===== src/rtl/trdb_packet_emitter_buf.sv =====
// trdb_packet_emitter_buf
//   Assembles E-trace payloads (SYNC / ADDR_ONLY / DIFF_DELTA) from a request,
//   queues them in a FIFO_DEPTH-entry FIFO and hands them to the encapsulator
//   over a valid/ready handshake. Owns the last-sent-address register used for
//   delta addressing and raises the branch-map flush pulse.
//
//   Optional build macro: TRDB_ADDR_COMPRESS_EN
//     When defined, START / ADDR_ONLY / DELTA-with-address packets are shortened
//     to the fewest bytes that still let the decoder sign-extend the top bit.
//
// Ports
//   clk_i, rst_i          clock, synchronous active-high reset
//   valid_i / ready_o     request handshake (ready_o = FIFO not full)
//   format_i..branch_map_i request fields
//   packet_valid_o / packet_ready_i   FIFO head handshake
//   packet_payload_o      head payload, LSB-first, zero above its length
//   payload_length_o      head length in bytes
//   branch_map_flush_o    one-cycle pulse after DIFF_DELTA / START / TRAP accept
//   overflow_o            sticky: request arrived while full
//   unsupported_o         one-cycle pulse after an accepted format-0 request
//   fifo_count_o          FIFO occupancy
module trdb_packet_emitter_buf #(
  parameter int XLEN           = 32,
  parameter int PRIV_LEN       = 2,
  parameter int CAUSE_LEN      = 5,
  parameter int BRANCH_MAP_LEN = 31,
  parameter int FIFO_DEPTH     = 4,
  parameter int PAYLOAD_LEN    = 2*XLEN + PRIV_LEN + CAUSE_LEN + 8,
  parameter int P_LEN          = $clog2(PAYLOAD_LEN/8 + 1)
) (
  input  logic                               clk_i,
  input  logic                               rst_i,
  input  logic                               valid_i,
  output logic                               ready_o,
  input  logic [1:0]                         format_i,
  input  logic [1:0]                         subformat_i,
  input  logic                               branch_i,
  input  logic [PRIV_LEN-1:0]                priv_i,
  input  logic [XLEN-1:0]                    iaddr_i,
  input  logic [CAUSE_LEN-1:0]               cause_i,
  input  logic                               interrupt_i,
  input  logic                               thaddr_i,
  input  logic [XLEN-1:0]                    tval_i,
  input  logic [1:0]                         qual_status_i,
  input  logic                               updiscon_i,
  input  logic [4:0]                         branches_i,
  input  logic [BRANCH_MAP_LEN-1:0]          branch_map_i,
  output logic                               packet_valid_o,
  input  logic                               packet_ready_i,
  output logic [PAYLOAD_LEN-1:0]             packet_payload_o,
  output logic [P_LEN-1:0]                   payload_length_o,
  output logic                               branch_map_flush_o,
  output logic                               overflow_o,
  output logic                               unsupported_o,
  output logic [$clog2(FIFO_DEPTH+1)-1:0]    fifo_count_o
);

  localparam int PTR_W = $clog2(FIFO_DEPTH);
  localparam int CNT_W = $clog2(FIFO_DEPTH + 1);

  localparam logic [1:0] FMT_OPT   = 2'd0;
  localparam logic [1:0] FMT_DELTA = 2'd1;
  localparam logic [1:0] FMT_ADDR  = 2'd2;
  localparam logic [1:0] FMT_SYNC  = 2'd3;

  localparam logic [1:0] SF_START   = 2'd0;
  localparam logic [1:0] SF_TRAP    = 2'd1;
  localparam logic [1:0] SF_CONTEXT = 2'd2;

  // Field bit counts per packet kind
  localparam int FB_START   = 5 + PRIV_LEN + XLEN;
  localparam int FB_TRAP    = 7 + PRIV_LEN + CAUSE_LEN + 2*XLEN;
  localparam int FB_CONTEXT = 4 + PRIV_LEN;
  localparam int FB_SUPPORT = 11;
  localparam int FB_ADDR    = 5 + XLEN;
  localparam int FB_DADDR   = 10 + BRANCH_MAP_LEN + XLEN;
  localparam int FB_DNOADDR = 7 + BRANCH_MAP_LEN;

  localparam logic [P_LEN-1:0] LEN_START   = P_LEN'((FB_START   + 7) / 8);
  localparam logic [P_LEN-1:0] LEN_TRAP    = P_LEN'((FB_TRAP    + 7) / 8);
  localparam logic [P_LEN-1:0] LEN_CONTEXT = P_LEN'((FB_CONTEXT + 7) / 8);
  localparam logic [P_LEN-1:0] LEN_SUPPORT = P_LEN'((FB_SUPPORT + 7) / 8);
  localparam logic [P_LEN-1:0] LEN_ADDR    = P_LEN'((FB_ADDR    + 7) / 8);
  localparam logic [P_LEN-1:0] LEN_DADDR   = P_LEN'((FB_DADDR   + 7) / 8);
  localparam logic [P_LEN-1:0] LEN_DNOADDR = P_LEN'((FB_DNOADDR + 7) / 8);

`ifdef TRDB_ADDR_COMPRESS_EN
  // Smallest byte count L such that bits [fb-1 : 8L-1] all match the top
  // field bit, so the decoder can sign-extend the truncated upper bytes.
  function automatic logic [P_LEN-1:0] compress_len(input logic [PAYLOAD_LEN-1:0] p,
                                                    input int fb);
    logic [P_LEN-1:0] len;
    logic             found;
    logic             ok;
    len   = P_LEN'((fb + 7) / 8);
    found = 1'b0;
    for (int l = 1; l <= PAYLOAD_LEN/8 + 1; l++) begin
      ok = 1'b1;
      for (int i = 0; i < PAYLOAD_LEN; i++) begin
        if (i >= 8*l - 1 && i < fb && p[i] != p[fb-1]) ok = 1'b0;
      end
      if (ok && !found) begin
        len   = P_LEN'(l);
        found = 1'b1;
      end
    end
    return len;
  endfunction
`endif

  logic [CNT_W-1:0]        count_q;
  logic [PTR_W-1:0]        wr_ptr_q;
  logic [PTR_W-1:0]        rd_ptr_q;
  logic [XLEN-1:0]         latest_addr_q;
  logic                    overflow_q;
  logic                    flush_p1;
  logic                    unsupported_p1;

  logic [PAYLOAD_LEN-1:0]  mem_payload [FIFO_DEPTH];
  logic [P_LEN-1:0]        mem_len     [FIFO_DEPTH];

  logic                    accept;
  logic                    push;
  logic                    pop;
  logic [XLEN-1:0]         diff;
  logic                    addr_notify;
  logic                    addr_upd;
  logic                    diff_notify;
  logic                    diff_upd;
  logic [PAYLOAD_LEN-1:0]  payload_d;
  logic [P_LEN-1:0]        len_d;
  logic                    addr_load;
  logic                    flush_req;

  assign ready_o        = (count_q != CNT_W'(FIFO_DEPTH));
  assign accept         = valid_i & ready_o;
  assign push           = accept & (format_i != FMT_OPT);
  assign packet_valid_o = (count_q != '0);
  assign pop            = packet_valid_o & packet_ready_i;

  // Delta address wraps modulo 2^XLEN; notify mirrors the top address bit so
  // the upper bits of the packet form a sign-extension run.
  assign diff        = iaddr_i - latest_addr_q;
  assign addr_notify = iaddr_i[XLEN-1];
  assign addr_upd    = addr_notify ^ updiscon_i;
  assign diff_notify = diff[XLEN-1];
  assign diff_upd    = diff_notify ^ updiscon_i;

  // ---- Stage 0: payload assembly from request and latest_addr_q ----
  always_comb begin
    payload_d = '0;
    len_d     = '0;
    addr_load = 1'b0;
    flush_req = 1'b0;
    case (format_i)
      FMT_SYNC: begin
        case (subformat_i)
          SF_START: begin
            payload_d = PAYLOAD_LEN'({iaddr_i, priv_i, branch_i, subformat_i, format_i});
`ifdef TRDB_ADDR_COMPRESS_EN
            len_d = compress_len(payload_d, FB_START);
`else
            len_d = LEN_START;
`endif
            addr_load = 1'b1;
            flush_req = 1'b1;
          end
          SF_TRAP: begin
            payload_d = PAYLOAD_LEN'({tval_i, iaddr_i, thaddr_i, interrupt_i, cause_i,
                                      priv_i, branch_i, subformat_i, format_i});
            len_d     = LEN_TRAP;
            addr_load = 1'b1;
            flush_req = 1'b1;
          end
          SF_CONTEXT: begin
            payload_d = PAYLOAD_LEN'({priv_i, subformat_i, format_i});
            len_d     = LEN_CONTEXT;
          end
          default: begin
            // ioptions=3'b001, qual_status, encoder_mode=0, ienable=1
            payload_d = PAYLOAD_LEN'({3'b001, qual_status_i, 1'b0, 1'b1, subformat_i, format_i});
            len_d     = LEN_SUPPORT;
          end
        endcase
      end
      FMT_ADDR: begin
        payload_d = PAYLOAD_LEN'({addr_upd, addr_upd, addr_notify, iaddr_i, format_i});
`ifdef TRDB_ADDR_COMPRESS_EN
        len_d = compress_len(payload_d, FB_ADDR);
`else
        len_d = LEN_ADDR;
`endif
        addr_load = 1'b1;
      end
      FMT_DELTA: begin
        flush_req = 1'b1;
        if (branches_i != 5'd31) begin
          payload_d = PAYLOAD_LEN'({diff_upd, diff_upd, diff_notify, diff,
                                    branch_map_i, branches_i, format_i});
`ifdef TRDB_ADDR_COMPRESS_EN
          len_d = compress_len(payload_d, FB_DADDR);
`else
          len_d = LEN_DADDR;
`endif
          addr_load = 1'b1;
        end else begin
          // Full branch map: no address field is carried
          payload_d = PAYLOAD_LEN'({branch_map_i, branches_i, format_i});
          len_d     = LEN_DNOADDR;
        end
      end
      default: ;
    endcase
`ifdef TRDB_ADDR_COMPRESS_EN
    for (int i = 0; i < PAYLOAD_LEN; i++) begin
      if (i >= 8*int'(len_d)) payload_d[i] = 1'b0;
    end
`endif
  end

  // ---- Stage 1: FIFO storage (data, not reset) ----
  always_ff @(posedge clk_i) begin
    if (push) begin
      mem_payload[wr_ptr_q] <= payload_d;
      mem_len[wr_ptr_q]     <= len_d;
    end
  end

  // ---- Stage 1: FIFO control, address tracking, status pulses ----
  always_ff @(posedge clk_i) begin
    if (rst_i) begin
      count_q        <= '0;
      wr_ptr_q       <= '0;
      rd_ptr_q       <= '0;
      latest_addr_q  <= '0;
      overflow_q     <= 1'b0;
      flush_p1       <= 1'b0;
      unsupported_p1 <= 1'b0;
    end else begin
      if (push) wr_ptr_q <= wr_ptr_q + 1'b1;
      if (pop)  rd_ptr_q <= rd_ptr_q + 1'b1;
      case ({push, pop})
        2'b10:   count_q <= count_q + 1'b1;
        2'b01:   count_q <= count_q - 1'b1;
        default: count_q <= count_q;
      endcase
      if (accept && addr_load) latest_addr_q <= iaddr_i;
      if (valid_i && !ready_o) overflow_q <= 1'b1;
      flush_p1       <= accept & flush_req;
      unsupported_p1 <= accept & (format_i == FMT_OPT);
    end
  end

  assign packet_payload_o   = packet_valid_o ? mem_payload[rd_ptr_q] : '0;
  assign payload_length_o   = packet_valid_o ? mem_len[rd_ptr_q] : '0;
  assign branch_map_flush_o = flush_p1;
  assign overflow_o         = overflow_q;
  assign unsupported_o      = unsupported_p1;
  assign fifo_count_o       = count_q;

endmodule

===== config.mk =====
export PLATFORM = sky130hd
export DESIGN_NAME = trdb_packet_emitter_buf
export DESIGN_NICKNAME = d
export VERILOG_FILES = /design/src/rtl/trdb_packet_emitter_buf.sv
export SDC_FILE = /design/constraint.sdc
export NUM_CORES = 1
export LEC_CHECK = 0
export ABC_CLOCK_PERIOD_IN_PS = 9500
export CAP_MARGIN = 25
export CORE_MARGIN = 5
export CORE_UTILIZATION = 38
export CTS_CLUSTER_DIAMETER = 40
export DETAILED_ROUTE_END_ITERATION = 10
export PLACE_DENSITY_LB_ADDON = 0.15
export SLEW_MARGIN = 25
export SYNTH_ARGS = -nofsm -noshare
export SYNTH_HDL_FRONTEND = slang
export SYNTH_SLANG_ARGS = --single-unit

===== constraint.sdc =====
create_clock -name clk_i -period 9.5 [get_ports clk_i]
set_input_delay 0.95 -clock clk_i [delete_from_list [all_inputs] [get_ports clk_i]]
set_output_delay 0.95 -clock clk_i [all_outputs]
set_load 0.01 [all_outputs]

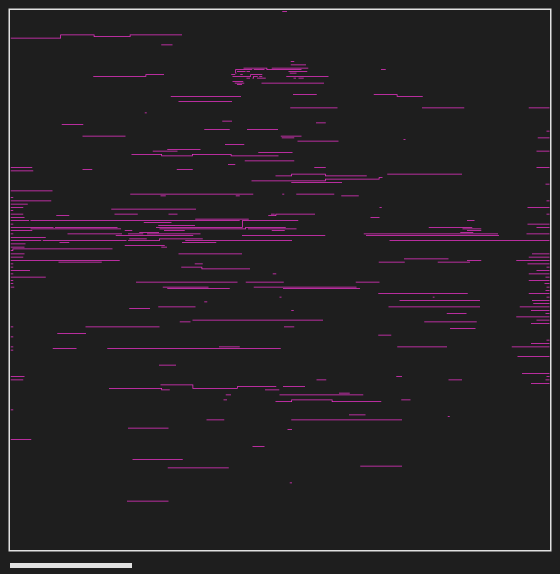
(run_1/met3.png)
Scale bar: 50 um.
170 nets have wire on it. The wires run mostly horizontal. The layer holds 6.8% of the routed length.
Vias: 11000
Total Wirelength: 48500 um

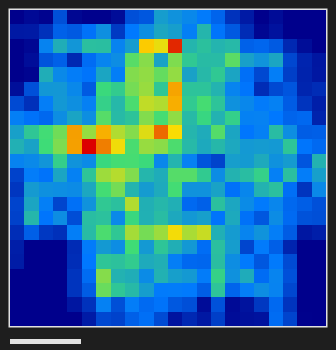
(run_1/wire_density.png)
Scale bar: 50 um. The die is cut into 22 by 22 equal tiles; dark blue is low, red is high, scaled to the fullest tile. Values are wire area over tile area, all layers added.
The fullest tile reaches 0.55. 11% of the tiles are nearly empty. The mean over all tiles is 0.16. The emptiest ninth of the die: south-west. 13% of the tiles are over half the peak.

==> results.json, run 1 <==
{
  "worst_setup_path_start_kind": "flop",
  "clock_buffers": 63,
  "track_usage_pct": 19.4,
  "mux_share_pct": 11.2,
  "cp_max_fo": 42,
  "synth.cellmix.adderShare_pct": 2.89,
  "stdcell_count": 2066,
  "logic_area_sq_um": 5810,
  "syn_area_sq_um": 17000,
  "fp_util_pct": 38.4,
  "yosysWarningCount": 0,
  "grt_start_max_net_pins": 85,
  "async_flop_share_pct": 0,
  "pre_cts_ws_ns": 4.86,
  "cap_violations": 0,
  "use_met2_pct": 33.1,
  "ys_sh_simple_pct": 10.0,
  "cts.clk_slew.worst_paths_ns": 0.05,
  "reg2reg_depth": 11,
  "ios": 212,
  "hold_viol_final": 0,
  "die_h_um": 221,
  "fmax_ghz": 0.215,
  "outcome": "completed",
  "grt_use_met3_pct": 4.68,
  "edf_count": 328,
  "cts_setup_buffers": 0,
  "power.total_mw": 5.69,
  "drc": 0,
  "worst_setup_path_end_kind": "output port",
  "hpwlAfterDp_um": 32400,
  "r2r-end": "mem_payload[0][62]$_DFFE_PP_",
  "p_leak_nw": 7.32,
  "flop_cell": "edfxtp_1"
}
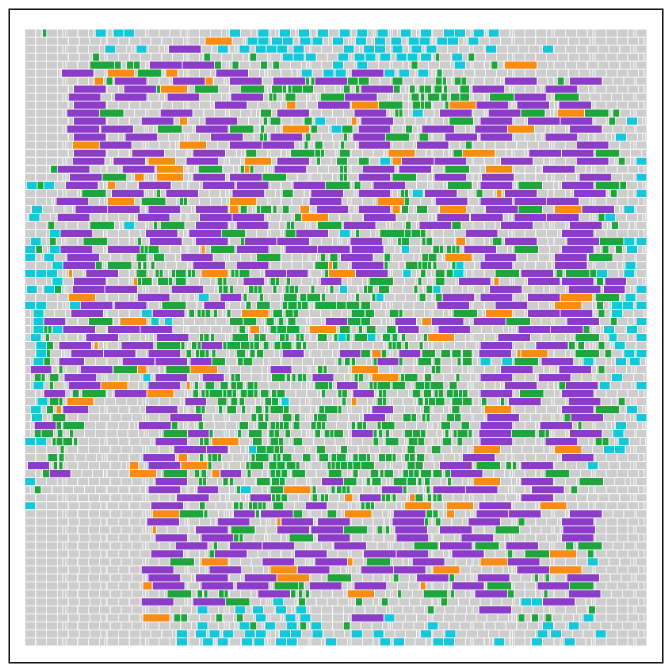
(run_1/cell_classes.png)
Fill, decap, tap and diode cells in gray.
Key: other buffers and delay cells = cyan [cells 224, share of their area 11%]; flip-flops = purple [cells 372, share of their area 52%]; all other logic = green [cells 772, share of their area 29%]; clock drivers and dummy loads = orange [cells 104, share of their area 9.1%]
Cell Rows: 77
Core ar.: 44200 sq um
Seq area share: 49.8%

-- run 1: report_power, final --
part           leakage [nW]  internal (mW)  switching, mW
Clock                 0.912           1.27          0.759
Combinational          3.01          0.842          0.777
Sequential             3.41           1.94         0.0935
Total                  7.32           4.06           1.63
-- run 1: cells in the mapped netlist (all sizes together), types with 9 or more instances --
| cell | count | share of area (%) |
|---|---|---|
| and2 | 97 | 3.6 |
| inv | 49 | 1.1 |
| nor2 | 31 | 0.69 |
| nand2b | 12 | 0.44 |
| xnor2 | 16 | 0.83 |
| dfxtp | 44 | 5.2 |
| nand3 | 11 | 0.32 |
| buf | 18 | 0.43 |
| or3 | 9 | 0.33 |
| nand2 | 173 | 3.8 |
| clkbuf | 57 | 1.3 |
| xor2 | 17 | 0.88 |
| o21ai | 47 | 1.4 |
| mux4 | 82 | 11 |
| ha | 36 | 2.7 |
| edfxtp | 328 | 58 |
| a22o | 12 | 0.62 |
| a21o | 15 | 0.66 |
| a21oi | 64 | 1.9 |
| a222oi | 26 | 1.5 |
-- run 1: sequential cells by signal (all words and copies together), names as in the netlist, named ones only --
signal and count:
mem_len 16, wr_ptr_q 2, unsupported_o 1, fifo_count_o 3
overflow_o 1, branch_map_flush_o 1, rd_ptr_q 2, latest_addr_q 32
mem_payload 312
-- run 1: routing by layer --
| layer | vias to the layer above | routed length, um |
|---|---|---|
| met4 | 4 | 1240 |
| met1 | 5534 | 19900 |
| li1 | 5044 | - |
| met5 | - | 33 |
| met2 | 381 | 24000 |
| met3 | 83 | 3310 |
-- run 1: critical path, stage by stage (launching register included) --
cell             delay, ns
dfxtp_4               0.91
buf_4                 0.81
mux4_2                0.61
and2_1                0.22
clkdlybuf4s50_1       0.50
==> inputs of run 2 (changes only) <==
ABC_CLOCK_PERIOD_IN_PS = 4300   (was 9500)
clock period = 4.3 ns   (was 9.5 ns; I/O delays follow)
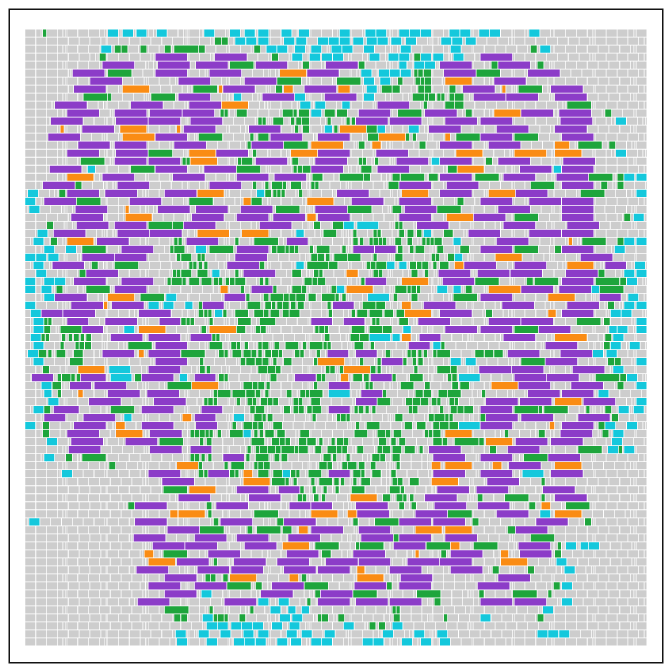
(run_2/cell_classes.png)
Fill, decap, tap and diode cells in gray.
Key: clock drivers and dummy loads = orange [cells 103, share of their area 9.0%]; other buffers and delay cells = cyan [cells 253, share of their area 12%]; all other logic = green [cells 772, share of their area 28%]; flip-flops = purple [cells 372, share of their area 51%]
Final Util: 49.6%
design area: 21900 sq um
Seq area share: 49.0%

==> run 2 against run 1 <==
Against the previous run: via count rose by 2.1%; core utilization is 0.79 points higher; sequential cell count did not move; critical path depth is the same; die size did not move; cell area rose by 1.6%; critical endpoint is now packet_payload_o[60].
==> results.json, run 2 <==
{
  "grt_use_met3_pct": 3.87,
  "track_usage_pct": 19.8,
  "cp_max_fo": 39,
  "fp_util_pct": 38.4,
  "hold_viol_final": 0,
  "p_leak_nw": 7.51,
  "cts.clk_slew.worst_paths_ns": 0.06,
  "die_h_um": 221,
  "cts_setup_buffers": 0,
  "largest_registers": "mem_payload x312, latest_addr_q x32, mem_len x16",
  "routed.top_layer": "met5",
  "syn_area_sq_um": 17000,
  "hpwlAfterDp_um": 33800,
  "drc": 0,
  "wl_met3_um": 2790,
  "top_area_cell": "edfxtp_1",
  "outcome": "completed",
  "worst_setup_path_end_kind": "output port",
  "core_area_sq_um": 44200,
  "synth.most_common_cell": "edfxtp_1",
  "wl_met1_um": 21300,
  "use_met2_pct": 32.2,
  "grt_start_max_net_pins": 81
}
[run 2: cell counts after synthesis]
Identical to the previous run, type by type.
[run 2: final cells by class]
type	instances	area (sq um)	area share (%)
diodes	2	5.00	0.0228
well taps	592	741	3.38
repair buffers	253	2540	11.6
inverters	49	184	0.839
clock buffers	62	1460	6.64
flip-flops and latches	372	10700	49.0
multi-input cells	723	5800	26.5
clock inverters	41	459	2.09
[run 2: worst paths after layout]
kind / to / slack [ns] / depth (start not counted)
worst min register to register: latest_addr_q[23]$_SDFFE_PP0P_ / 0.45 / 2
worst min-delay path: latest_addr_q[23]$_SDFFE_PP0P_ / 0.45 / 2
worst max-delay path: packet_payload_o[60] / 0.91 / 4
worst max register to register: mem_payload[1][62]$_DFFE_PP_ / 1.06 / 11
[run 2: cells by family after synthesis]
kind of cell    count (synthesis)  synth area share (%)
fa+ha+maj                      38                  2.89
buf+inv                       124                  2.77
other cells                     1                0.0221
simple gates                  356                  10.0
xor+xnor                       33                  1.70
flops                         372                  63.2
mux                            88                  11.2
compound gates                207                  8.12
[run 2: metrics by stage]
step,area (sq um),setup slack (ns),total power [mW],cells,hold WS [ns]
finish,21900,0.915,12.8,2094,0.452
global route,21900,0.677,13.3,2093,0.472
CTS,21900,0.831,12.9,2092,0.454
detailed placement,20000,0.404,8.33,1989,0.447
global placement,20000,0.424,8.32,1989,0.442
floorplan,17000,0.739,6.50,1219,0.436
[run 2: worst max-delay path, stage by stage, from the launching register on]
cell and delay, ns:
dfxtp_4 0.82, buf_4 0.46, mux4_2 0.39, and2_1 0.19
clkdlybuf4s50_1 0.49
[run 2: report_power, final]
group          leakage [nW]  internal (mW)  switching [mW]
Clock                 0.920           2.85            1.75
Sequential             3.41           4.28           0.111
Combinational          3.18           1.93            1.84
Power and IR drop assume default switching activity.
